File: config.mk
export PLATFORM = sky130hd
export DESIGN_NAME = demux4_hold
export DESIGN_NICKNAME = d
export VERILOG_FILES = /design/src/rtl/demux4_hold.sv
export SDC_FILE = /design/constraint.sdc
export NUM_CORES = 1
export LEC_CHECK = 0
export CORE_ASPECT_RATIO = 1.2
export CORE_MARGIN = 4
export CORE_UTILIZATION = 47
export CTS_BUF_LIST = sky130_fd_sc_hd__clkbuf_4 sky130_fd_sc_hd__clkbuf_8
export DETAILED_ROUTE_END_ITERATION = 12
export PLACE_DENSITY = 0.93
export SYNTH_ARGS = -nofsm -noshare
export SYNTH_HDL_FRONTEND = slang
export SYNTH_SLANG_ARGS = --single-unit
File: constraint.sdc
create_clock -name clk -period 1.6 [get_ports clk]
set_clock_uncertainty 0.05 [all_clocks]
set_input_delay 0.16 -clock clk [delete_from_list [all_inputs] [get_ports clk]]
set_output_delay 0.16 -clock clk [all_outputs]
set_load 0.05 [all_outputs]
File: src/rtl/demux4_hold.sv
// 4-way registered demultiplexer: one valid/ready input routed by in_sel into
// four independent single-entry holding registers, each drained by its own consumer.
module demux4_hold #(
    parameter int unsigned WIDTH = 32
) (
    input  logic             clk,
    input  logic             rst_n,
    input  logic             flush,
    input  logic             in_valid,
    output logic             in_ready,
    input  logic [1:0]       in_sel,
    input  logic [WIDTH-1:0] in_data,
    output logic [3:0]       out_valid,
    input  logic [3:0]       out_ready,
    output logic [WIDTH-1:0] out_data0,
    output logic [WIDTH-1:0] out_data1,
    output logic [WIDTH-1:0] out_data2,
    output logic [WIDTH-1:0] out_data3,
    output logic             busy
);

    logic [3:0]       r_valid;
    logic [WIDTH-1:0] r_data [4];
    logic             w_accept;
    logic [3:0]       w_load;

    // Ready depends only on the selected channel, so other blocked channels never stall the producer.
    assign in_ready = ~flush & (~r_valid[in_sel] | out_ready[in_sel]);
    assign w_accept = in_valid & in_ready;

    always_comb begin
        w_load = '0;
        if (w_accept) begin
            w_load[in_sel] = 1'b1;
        end
    end

    always_ff @(posedge clk or negedge rst_n) begin
        if (!rst_n) begin
            r_valid <= '0;
            for (int unsigned k = 0; k < 4; k++) begin
                r_data[k] <= '0;
            end
        end else begin
            for (int unsigned k = 0; k < 4; k++) begin
                if (w_load[k]) begin
                    r_data[k] <= in_data;
                end
                // Flush wins over reload; a reload in the same cycle as a drain keeps the channel full.
                if (flush) begin
                    r_valid[k] <= 1'b0;
                end else if (w_load[k]) begin
                    r_valid[k] <= 1'b1;
                end else if (out_ready[k]) begin
                    r_valid[k] <= 1'b0;
                end
            end
        end
    end

    assign out_valid = r_valid;
    assign out_data0 = r_data[0];
    assign out_data1 = r_data[1];
    assign out_data2 = r_data[2];
    assign out_data3 = r_data[3];
    assign busy      = |r_valid;

endmodule

Run 1, drive-strength map:
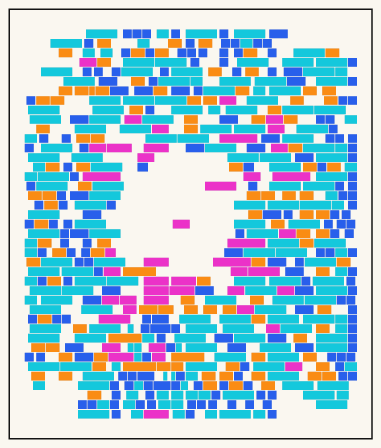
size	colour	cells	share
_6 and larger	magenta	44	8.5%
_3 and _4 cells	blue	185	36%
_2 cells	orange	106	21%
_0 and _1 cells	cyan	181	35%

Run 1, cell area per tile:
10 x 12 tiles, from white (low) to dark blue (high), 0 to 100% covered.
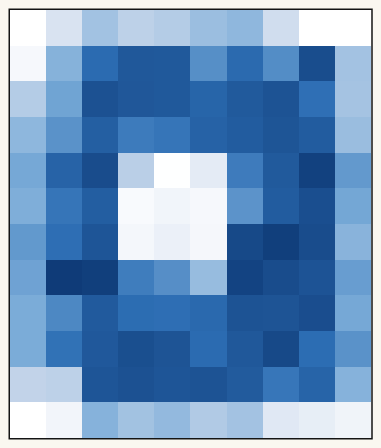
tiles over 75% full	43%
mean over tiles	58%
fullest tile	96%
nearly empty tiles	4.2%
emptiest ninth of the die	middle

Run 1, cell placement:
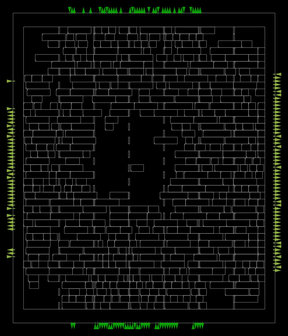
fraction of area in registers: 44.0%
Taps Inserted: 129
Std-Cell Rows: 41
CORE AREA: 10,600 um^2

Run 1, a small window of the routed layout:
Window x 68 to 88, y 82 to 102 um. Cells in grey, sequential cells in the stronger grey; small squares are vias.
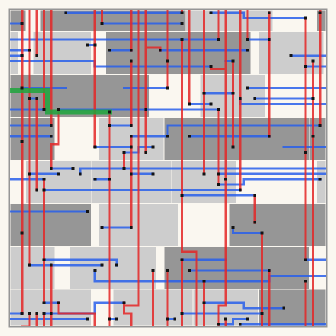
layer	colour
metal 3	green
metal 1	blue
metal 2	red
most frequent	mux2_2 (6), dfrtp_1 (6), clkbuf_8 (3)
netlist names of flops here include	`out_data0` (2), `out_data3` (2)
cells with their middle in the window	18
sequential cells in the window	6

==> run notes, run 1 <==
The number of cells reported by Yosys stat comes to 293. The run gives 681 as the fill cell total of the finished layout. With the total number of vias at 3,289, the signed area change from the synthesized netlist to the final layout is 46.7%.

In the synthesized netlist the async set-or-reset flop fraction comes to 100%. The main area contributors are dfrtp_1 64%, mux2_2 22%, mux2_4 8.5%. The number of register bits inferred by synthesis was 132. The analysis reports a worst IR drop on VDD of 912 uV. The measured slew at the worst slew-check pin works out to 0.488 ns. Max fanout on the critical path was recorded as 3. The floorplan die area is 12,700 um^2. First-pass GRT wire length: 18,800 um.

In the setup report, the worst path falls into the class register to primary output. The kind of start point of the critical path is a register. The detailed router finished its first iteration with 111 violations.

Measured against its own limit, the worst slew margin works out to 67.5%. The placement summary gives the final routability congestion estimate as 0.745. Once detailed placement completed, the half-perimeter wirelength came to 8630 um. The run gives 2 as the buffer levels on the longest clock path.

STA reports the tightest min-delay check as being of type primary input to asynchronous set/reset pin. The part of the total power dissipated in sequential elements was 34.9%; the vertical die dimension was 122 um. Power spread over the standard cell area amounts to 1720 nW/um^2. After synthesis, the chip area reported by Yosys is 5130 um^2. CTS saw 132 sinks.

The checks that failed: setup timing. For this block, the routed nets add up to 12,700 um of wire. The via count of the first global-routing pass was 3,565; the ratio of final minimum period to clock period was 117%. For this run, the top clock speed supported by timing is 534 MHz. The run gives 0 as the antenna cell count.

Detail-routed net length per standard cell: 19.7 um. The uppermost metal layer occupied by signal nets is met4. The flow ran to the end, but the final reports show violations. The run gives 0 for the count of flip-flops with a built-in enable after synthesis. The final report lists the setup-violating endpoint count as 34. Adding up every negative setup slack in the final design gives -2.97 ns.

Post-CTS clock slew at the launch and capture registers of the worst setup and hold paths: 0.08 ns. The number of vias per cell is 5.10. With the wire length on met3 at 817 um, the post-synthesis sequential area ratio is 64.4%. On the critical path the data arrives at 1.66 ns. Nets still carrying antenna violations after routing amount to 0.

The post-layout worst setup margin was -0.272 ns. Switching power as a fraction of the total was reported as 39.5%. Entering global routing, the biggest net connects 43 pins.

The clock reaches the later pin of the worst-skew pair after 0.44 ns.
run 1: cell type report:
cell class | instances | area share, %
Clock buffer | 21 | 3.84
Timing Repair Buffer | 204 | 24.3
Multi-Input combinational cell | 147 | 23.1
Clock inverter | 11 | 2.61
Sequential cell | 132 | 44.0
Inverter | 1 | 0.0499
Tap cell | 129 | 2.14
run 1: through the flow:
stage	hold slack (ns)	worst slack [ns]	total power [uW]
after floorplan	-0.186	0.0266	7850
after global placement	0.0958	-0.197	9500
after detailed placement	0.103	-0.259	9610
after CTS	0.169	-0.284	13000
after global routing	0.194	-0.329	13400
final	0.180	-0.272	12900
run 1: repair_timing:
| item | CTS | global route |
|---|---|---|
| gates resized | 1 | 7 |
| setup endpoints to repair | 2 | 34 |
| hold buffers | 1 | 0 |
| pin swaps | 1 | 0 |
| cloned | 0 | 4 |
| buffers inserted | 1 | 1 |
| endpoints found under the hold margin | 33 | 0 |
run 1: cells in the final DEF (no fill, tap or decap):
cell type and instances:
dfrtp_2 4, clkinv_2 1, buf_4 146, o21ai_0 3, a21oi_4 1, nand2b_1 3
inv_6 1, clkinv_4 2, bufinv_16 5, clkinvlp_4 2, or4_1 1, nor4bb_1 1
nor2_1 1, buf_6 3, nand2b_4 1, o21bai_1 1, nand3_2 1, mux2_4 31
nand4b_2 1, dfrtp_1 128, and4b_4 1, buf_12 10, nand4_2 1, clkbuf_8 21
buf_8 1, a311o_2 1, dlygate4sd3_1 1, mux2i_1 1, inv_1 1, nor2b_4 1
clkdlybuf4s50_1 40, mux2_2 97, clkbuf_16 3
run 1: sequential cells by signal (all words and copies together) (netlist names):
signal,flops
out_data0,32
out_data1,32
out_data2,32
out_data3,32
out_valid,4
run 1: logic make-up after synthesis:
group / Yosys count / share of synthesized area (%)
AOI/OAI and AO/OA: 6 / 0.756
buffers and inverters: 14 / 2.34
DFF: 132 / 64.4
muxes: 129 / 30.4
and+or+nand+nor: 12 / 2.10
run 1: power groups by stage:
| stage | combinational (uW) | sequential, uW | clock (uW) |
|---|---|---|---|
| after floorplan | 811 | 7040 | 0 |
| after global placement | 4990 | 4510 | 0 |
| after detailed placement | 5060 | 4550 | 0 |
| after CTS | 5080 | 4500 | 3380 |
| after global routing | 5260 | 4580 | 3530 |
| final | 5060 | 4500 | 3350 |
run 1: per-layer routing:
metal	vias up	global-route usage, %
li1	1461	-
met1	1699	22.9
met2	116	34.0
met3	13	5.91
met4	0	7.69
met5	-	0
run 1: critical path, cell delays in order, from the launching register on:
cell	delay, ns
dfrtp_2	0.43
nor4bb_1	0.15
a311o_2	0.35
a21oi_4	0.16
buf_12	0.15
run 1: final timing paths:
path	startpoint	end	slack, ns	cells after the start
max	out_valid[2]$_DFFE_PN0P_	in_ready	-0.27	4
min	rst_n	out_data0[9]$_DFFE_PN0P_	0.18	2
min in group clk	in_data[28]	out_data2[28]$_DFFE_PN0P_	0.37	2
min reg2reg	out_data3[13]$_DFFE_PN0P_	out_data3[13]$_DFFE_PN0P_	0.46	1
max in group asynchronous	rst_n	out_data2[17]$_DFFE_PN0P_	0.72	3
max reg2reg	out_valid[2]$_DFFE_PN0P_	out_data2[27]$_DFFE_PN0P_	-0.13	6
## Run 2: what changed since run 1
Settings changed: GPL_ROUTABILITY_DRIVEN set to 0, MAX_ROUTING_LAYER set to met4.
Run 2, drive-strength map:
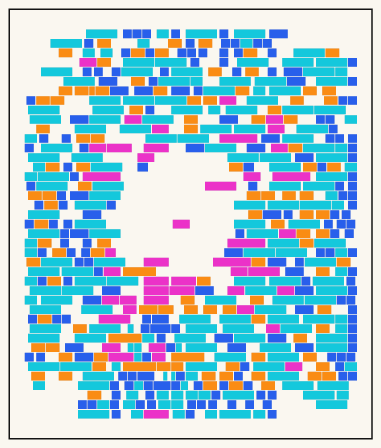
size	colour	cells	share
_3 and _4 cells	blue	185	36%
_6 and larger	magenta	44	8.5%
_2 cells	orange	106	21%
_0 and _1 cells	cyan	181	35%

Run 2, cell area per tile:
10 x 12 tiles, from white (low) to dark blue (high), 0 to 100% covered.
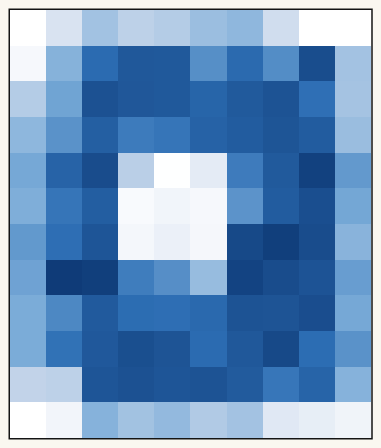
tiles over 75% full	43%
fullest tile	96%
mean over tiles	58%

==> run 2 against run 1 <==
The run still ends with setup timing left. Design area did not move. Via count down 0.12%. Register-to-register slack hardly changed. Global-route usage is 0.59 points higher. First-iteration DRC count up 8.1%. Die area stayed put. Clock-buffer cell count unchanged. Setup slack improved by 0.0040 ns. Synthesized cell count stayed put. Critical path type unchanged.
==> run notes, run 2 <==
The HPWL reported at the end of detailed placement is 8630 um, and the count of routing violations after the opening detailed-route iteration is 120. With the via count of the first global-routing pass at 3,574, the total number of vias is 3,285. The repair_antennas step left the layout with diodes totalling 0.

Summing all multi-input logic gate instances after layout gives 1740 um^2. The number of instances in the placed design came out at 606. The report lists the power per cell area as 1710 nW/um^2. The uppermost metal layer occupied by signal nets was met4. Checking hold timing, the worst path is listed with class primary input to asynchronous set/reset pin. At the worst endpoint, the required time is 1.39 ns.

The detailed router reports a met3 wire length of 711 um. The ratio of final minimum period to clock period is 117%. The total cell area reported by yosys after synthesis came out at 5130 um^2. In the Yosys report, the sequential cells make up 64.4% of the chip area. The number of clock buffers added by TritonCTS is 17.

In the routed design, unresolved DRC markers number 0. TritonCTS built the clock tree. Warnings raised by the tools during the run amount to 28. Synthesis handed over a netlist of 293 instances. The flow ran to the end, but the final reports show violations. For this run, the post-layout net count is 545.

The number of routed nets with antenna violations is 0, and the buffer levels on the longest clock path is 2. Combined flip-flop and latch cell area: 3310 um^2. The largest voltage drop on the vdd net is 911 uV, and the count of buffers from port buffering is 175. The worst setup path is of the register to primary output kind. Counting every net in the synthesized netlist gives 335. The run gives -0.268 ns as the post-layout worst setup margin. With the share of the synthesized area in the top cell type at 64.4%, the vertical die dimension is 122 um. Leaving out filler cells and counting taps, the final layout contains 645.

The fraction of final layout cells with drive strength greater than 1 was 64.9%. In the layout the commonest cells are 146 x buf_4, 128 x dfrtp_1, 97 x mux2_2. The max-slew violation count was 0; the maximum clock frequency was 535 MHz. Minimum clock period after layout: 1.87 ns.

The most instantiated logic cell after routing was buf_4. The arrival time of the worst setup path came out at 1.66 ns. The main area contributors are dfrtp_1 64%, mux2_2 22%, mux2_4 8.5%. The tree is rooted in a clkbuf_8. The worst setup path is launched from a register.

Per the synth stats, the flop cell with the highest instance count is dfrtp_1. The number of cells reported by Yosys stat comes to 293. The logs give 21 for the tally of unique sky130hd cells used after synthesis and 67.3% for the worst slew margin relative to its limit.

The first global-routing pass estimated 18,800 um of wire. The global-route usage over all layers was 20.3%; the pin count of the biggest net entering global routing was 43. The most frequently used library cell after synthesis is dfrtp_1. The tools report the number of antenna violations at the first check in global routing as 0. Wires add up to 12,700 um. The synthesis stat section lists a flop and latch total of 132. Yosys printed 0 warnings. STA classifies the critical path endpoint as a primary output.

For reference, the top cells by count after synthesis are 132 x dfrtp_1, 99 x mux2_2, 29 x mux2_4. The tools report the fill cell total of the finished layout as 681. The run gives 34 for the setup-violating endpoint count in the final report.

The post-synthesis area per instance is 17.5 um^2. With the worst-path maximum fanout at 3, the met1 wire length is 5080 um. Per the detail_route report, routed wire per instance is 19.7 um. The die covers 12,700 um^2. For the pin with the worst max-slew slack, the measured transition is 0.490 ns. In this run the standard cell core region covers 10,600 um^2. For this run the aggregate overflow at the end of global routing stands at 0. On the reported timing paths, the clock transition at the registers reads 0.08 ns. The run gives 5130 um^2 as the post-synthesis cell area. The number of vias per cell works out to 5.09. According to the floorplan log, the row count is 41. The final hold violation count is 0, and the summed negative setup slack over all endpoints is -3.01 ns. The clock sink count was 132. Pin placement for this block handled 176 I/O pins. The checks that failed: setup timing. Counting flops with an async set or reset pin after synthesis yields a share of 100%. For the leakage power total, the log shows 0.00357 uW.

The post-synth count of flops with an enable pin is 0. As reported, the later end of the worst-skew pair has a clock insertion delay of 0.43 ns. Between the synthesized netlist and the finished layout, the area growth was recorded as 46.7%.
Run 2, ports around the boundary:
The bar under the picture is 20 um long. Pins as bars across the die edge, other pins in grey.
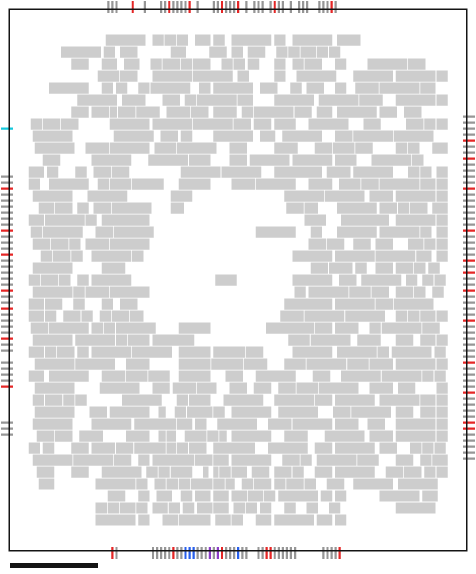
port	colour	pins	direction	edge
`out_data0`	red	32	output	12 right, 7 left, 7 top, 6 bottom
`out_valid`	blue	4	output	bottom
`clk`	cyan	1	input	left
`in_sel`	purple	2	input	bottom

## run 2: cell counts after synthesis
Identical to the previous run, type by type.
## run 2: cell families after synthesis
kind of cell,after synthesis,share of synthesized area [%]
flip-flops,132,64.4
multiplexers,129,30.4
buffers and inverters,14,2.34
AND/OR/NAND/NOR,12,2.10
AND-OR/OR-AND,6,0.756
## run 2: final cells by class
cell class | count | area share [%]
tap | 129 | 2.14
inverter | 1 | 0.0499
timing repair buffer | 204 | 24.3
sequential | 132 | 44.0
multi-input combinational | 147 | 23.1
clock inverter | 11 | 2.61
clock buffer | 21 | 3.84
## run 2: metal layers
metal	up-vias	GRT usage, %
met1	1696	23.4
met5	-	-
li1	1463	-
met3	11	5.40
met2	115	34.0
met4	0	7.45
## run 2: worst paths after layout
check	start	end	slack [ns]	depth (start not counted)
max	out_valid[2]$_DFFE_PN0P_	in_ready	-0.27	4
min	rst_n	out_data0[9]$_DFFE_PN0P_	0.18	2
max reg2reg	out_valid[2]$_DFFE_PN0P_	out_data2[27]$_DFFE_PN0P_	-0.13	6
min reg2reg	out_data3[13]$_DFFE_PN0P_	out_data3[13]$_DFFE_PN0P_	0.46	1
max in group asynchronous	rst_n	out_data2[17]$_DFFE_PN0P_	0.72	3
min in group clk	in_data[28]	out_data2[28]$_DFFE_PN0P_	0.37	2
## run 2: critical path, stage by stage (launching register included)
cell	delay (ns)
dfrtp_2	0.43
nor4bb_1	0.15
a311o_2	0.34
a21oi_4	0.16
buf_12	0.15
## run 2: power by group
group	switching (uW)	internal, uW	leakage (uW)	total, uW
logic	3340	1720	0.00175	5060
registers	439	4060	0.00158	4500
clock network	1300	2030	0.000239	3340
## run 2: through the flow
step                utilization [%]  power (uW)  hold slack (ns)  instance area [um^2]  setup slack (ns)
floorplan                         -        7850           -0.186                  5150            0.0266
global placement               64.9        9500           0.0958                  6900            -0.197
detailed placement             64.9        9610            0.103                  6900            -0.259
CTS                            69.7       13000            0.169                  7400            -0.284
global route                   70.9       13400            0.190                  7530            -0.332
finish                         70.9       12900            0.184                  7530            -0.268
## run 2: repair_timing
action	4_1_cts	5_1_grt
hold endpoints to repair	33	0
buffers inserted	1	1
hold buffers	1	0
pin swaps	1	0
setup endpoints to repair	2	34
gates resized	1	7
cloned	0	4
Run 2, a small window of the routed layout:
Window x 68 to 88, y 82 to 102 um. Cells in grey, sequential cells in the stronger grey; small squares are vias.
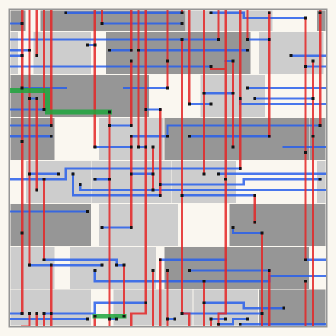

## Run 3: what changed since run 2
Settings changed: CORE_UTILIZATION 47 to 50, PLACE_DENSITY 0.93 to 0.95.
Clock period 1.6 ns to 2.2 ns, I/O delays scaled along.
Run 3, a small window of the routed layout:
Window x 65 to 85, y 79 to 99 um. Cells in grey, sequential cells in the stronger grey; small squares are vias.
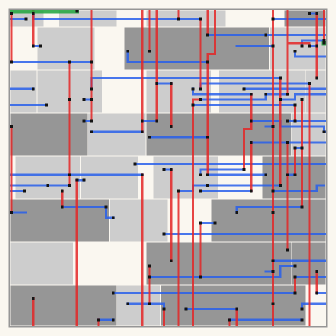
layer	colour
metal 2	red
metal 3	green
metal 1	blue
most frequent	dfrtp_1 (8), mux2_2 (5), clkdlybuf4s50_1 (4)
cells with their middle in the window	20
sequential cells in the window	8
netlist names of flops here include	`out_data2` (4), `out_data1` (2)

Run 3, cell placement:
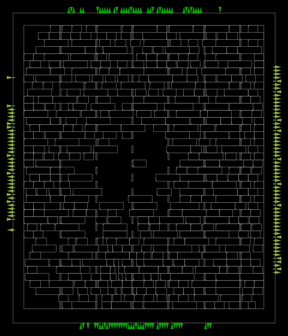
fraction of area in registers: 44.1%
Std-Cell Rows: 40
Taps Inserted: 126
CORE AREA: 10,000 um^2
Fillers: 620

==> run 3 against run 2 <==
The run now ends clean. Combinational power decreased by 24%. Flip-flop count did not move. Largest power group unchanged. Setup slack better by 0.42 ns. Highest routed layer unchanged. Largest cell class unchanged. Critical endpoint is now busy. Non-clock buffer count down 18. Final cell count shrank 3.3%.
==> run notes, run 3 <==
The flow ran to the end, and the final reports show no timing, DRC or antenna violations. The final timing report counts setup violations totalling 0. The number of OpenROAD warnings works out to 26. Using the TritonRoute via totals, the vias-per-cell ratio works out to 5.22. The tools report the post-synthesis sequential area ratio as 64.4%.

The run gives 17 as the TritonCTS buffer count. The critical path maximum fanout is 4. In this run, the clock network consumes 23.3% of the power. The post-synthesis cell count from yosys came out at 293. The HPWL reported at the end of detailed placement was 8970 um; the fraction of final layout cells with drive strength greater than 1 was 35.7%. The summed negative setup slack over all endpoints came out at 0 ns.

With the floorplan die area at 12,000 um^2, the area of all placed cells without fillers is 7490 um^2. The area taken by sequential standard cells is reported as 3300 um^2. The run gives 0 for the number of antenna violations at the first check in global routing. The number of nets in the synthesized netlist is 335.

The most critical min-delay path falls under primary input to asynchronous set/reset pin. 176 I/O pins were placed. The switching portion of total power comes to 39.7%. For reference, the post-synthesis area per instance comes to 17.5 um^2.

Looking at the gate-level netlist, the highest instance count belongs to dfrtp_1. The power report attributes to the sequential group a share of 35.3%. As logged by OpenROAD, the buffers inserted on ports number 175. On the worst setup and hold paths after CTS, the clock-pin slew comes to 0.07 ns. For the endpoint required time on the critical path, the log shows 1.93 ns. The placement stage leaves a total instance area of 7040 um^2. The tools report the maximum clock frequency as 488 MHz.

The run gives 743 uV for the largest voltage drop on the vdd net. TritonCTS built the clock tree. Per the timing report, the most critical flop-to-flop path finishes at out_data2[31]$_DFFE_PN0P_. Per the post-route antenna check, the number of violating nets is 0. With the DRC violations left at 0, the arrival time of the worst setup path is 1.78 ns.

Counting pins that exceed their max-slew limit in the final report gives 0. Counting along the longest clock path gives a buffer depth of 2. The tools report the root buffer cell as clkbuf_8.

The run gives 591 for the number of instances in the placed design. Startpoint of the lowest-slack register-to-register path: out_valid[2]$_DFFE_PN0P_. After synthesis the netlist holds a flip-flop and latch count of 132. Yosys printed 0 warnings. The run gives 1240 nW/um^2 for the total power per unit cell area. Type of the worst setup path: register to primary output.

With the internal power summed over all cells at 5590 uW, the tally of unique sky130hd cells used after synthesis is 21. The first global-routing pass estimated 20,000 um of wire. Recorded from the global router log, the overflow total was 0.

For this run, the leading register cell type out of synthesis is dfrtp_1.
Run 3, cell area per tile:
10 x 12 tiles, from white (low) to dark blue (high), 0 to 100% covered.
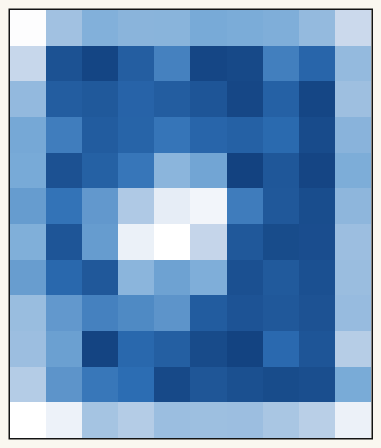
mean over tiles	61%
tiles over 75% full	44%
emptiest ninth of the die	middle

[run 3: repair_timing]
action                                  CTS  global route
endpoints found under the setup margin    1             0
endpoints found under the hold margin   132             0
gates resized                             1             0
hold buffers                              1             0
[run 3: worst min path at each step]
stage | from | endpoint | slack [ns] | cells past startpoint
after floorplan | rst_n | out_data0[0]$_DFFE_PN0P_ | -0.13 | 0
after global placement | rst_n | out_data1[9]$_DFFE_PN0P_ | 0.21 | 2
after detailed placement | rst_n | out_data3[9]$_DFFE_PN0P_ | 0.23 | 2
after CTS | rst_n | out_data3[9]$_DFFE_PN0P_ | 0.32 | 3
after global routing | rst_n | out_data3[11]$_DFFE_PN0P_ | 0.34 | 3
final | rst_n | out_data3[9]$_DFFE_PN0P_ | 0.31 | 3
[run 3: worst max-delay path, stage by stage (launching register included)]
cell           delay [ns]
dfrtp_1              0.41
or4_1                0.51
dlygate4sd2_1        0.43
[run 3: power by group through the flow]
stage          clock (uW)  sequential [uW]  combinational (uW)
2_1_floorplan           0             5120                 588
3_3_place_gp            0             3270                3790
3_5_place_dp            0             3310                3860
4_1_cts              2200             3270                3870
5_1_grt              2320             3330                3970
6_report             2160             3270                3840
[run 3: final cells by class]
| type | count | share of cell area, % |
|---|---|---|
| Timing Repair Buffer | 186 | 25.1 |
| Clock buffer | 21 | 3.78 |
| Multi-Input combinational cell | 147 | 22.8 |
| Clock inverter | 11 | 2.01 |
| Sequential cell | 132 | 44.1 |
| Inverter | 1 | 0.0501 |
| Tap cell | 126 | 2.11 |
[run 3: stage by stage]
stage	hold WS (ns)	total power (uW)
3_3_place_gp	0.213	7060
3_5_place_dp	0.227	7170
6_report	0.312	9270
5_1_grt	0.341	9620
4_1_cts	0.322	9350
2_1_floorplan	-0.126	5710
[run 3: logic make-up (layout without fill, tap and decap cells)]
logic type	count (synthesis)	in the layout	share of synthesized area (%)
mux	129	129	30.4
flops	132	132	64.4
buf+inv	14	219	2.34
compound gates	6	6	0.756
simple gates	12	12	2.10
[run 3: metal layers]
| layer | vias up | part of all wire [%] | track usage (%) |
|---|---|---|---|
| li1 | 1438 | - | - |
| met1 | 1672 | 39 | 25.2 |
| met2 | 126 | 53 | 38.4 |
| met3 | 24 | 6.2 | 6.50 |
| met4 | 0 | 2.1 | 7.83 |
| met5 | - | 0 | - |
No activity file was given, so power comes from the tool's default toggle rates.
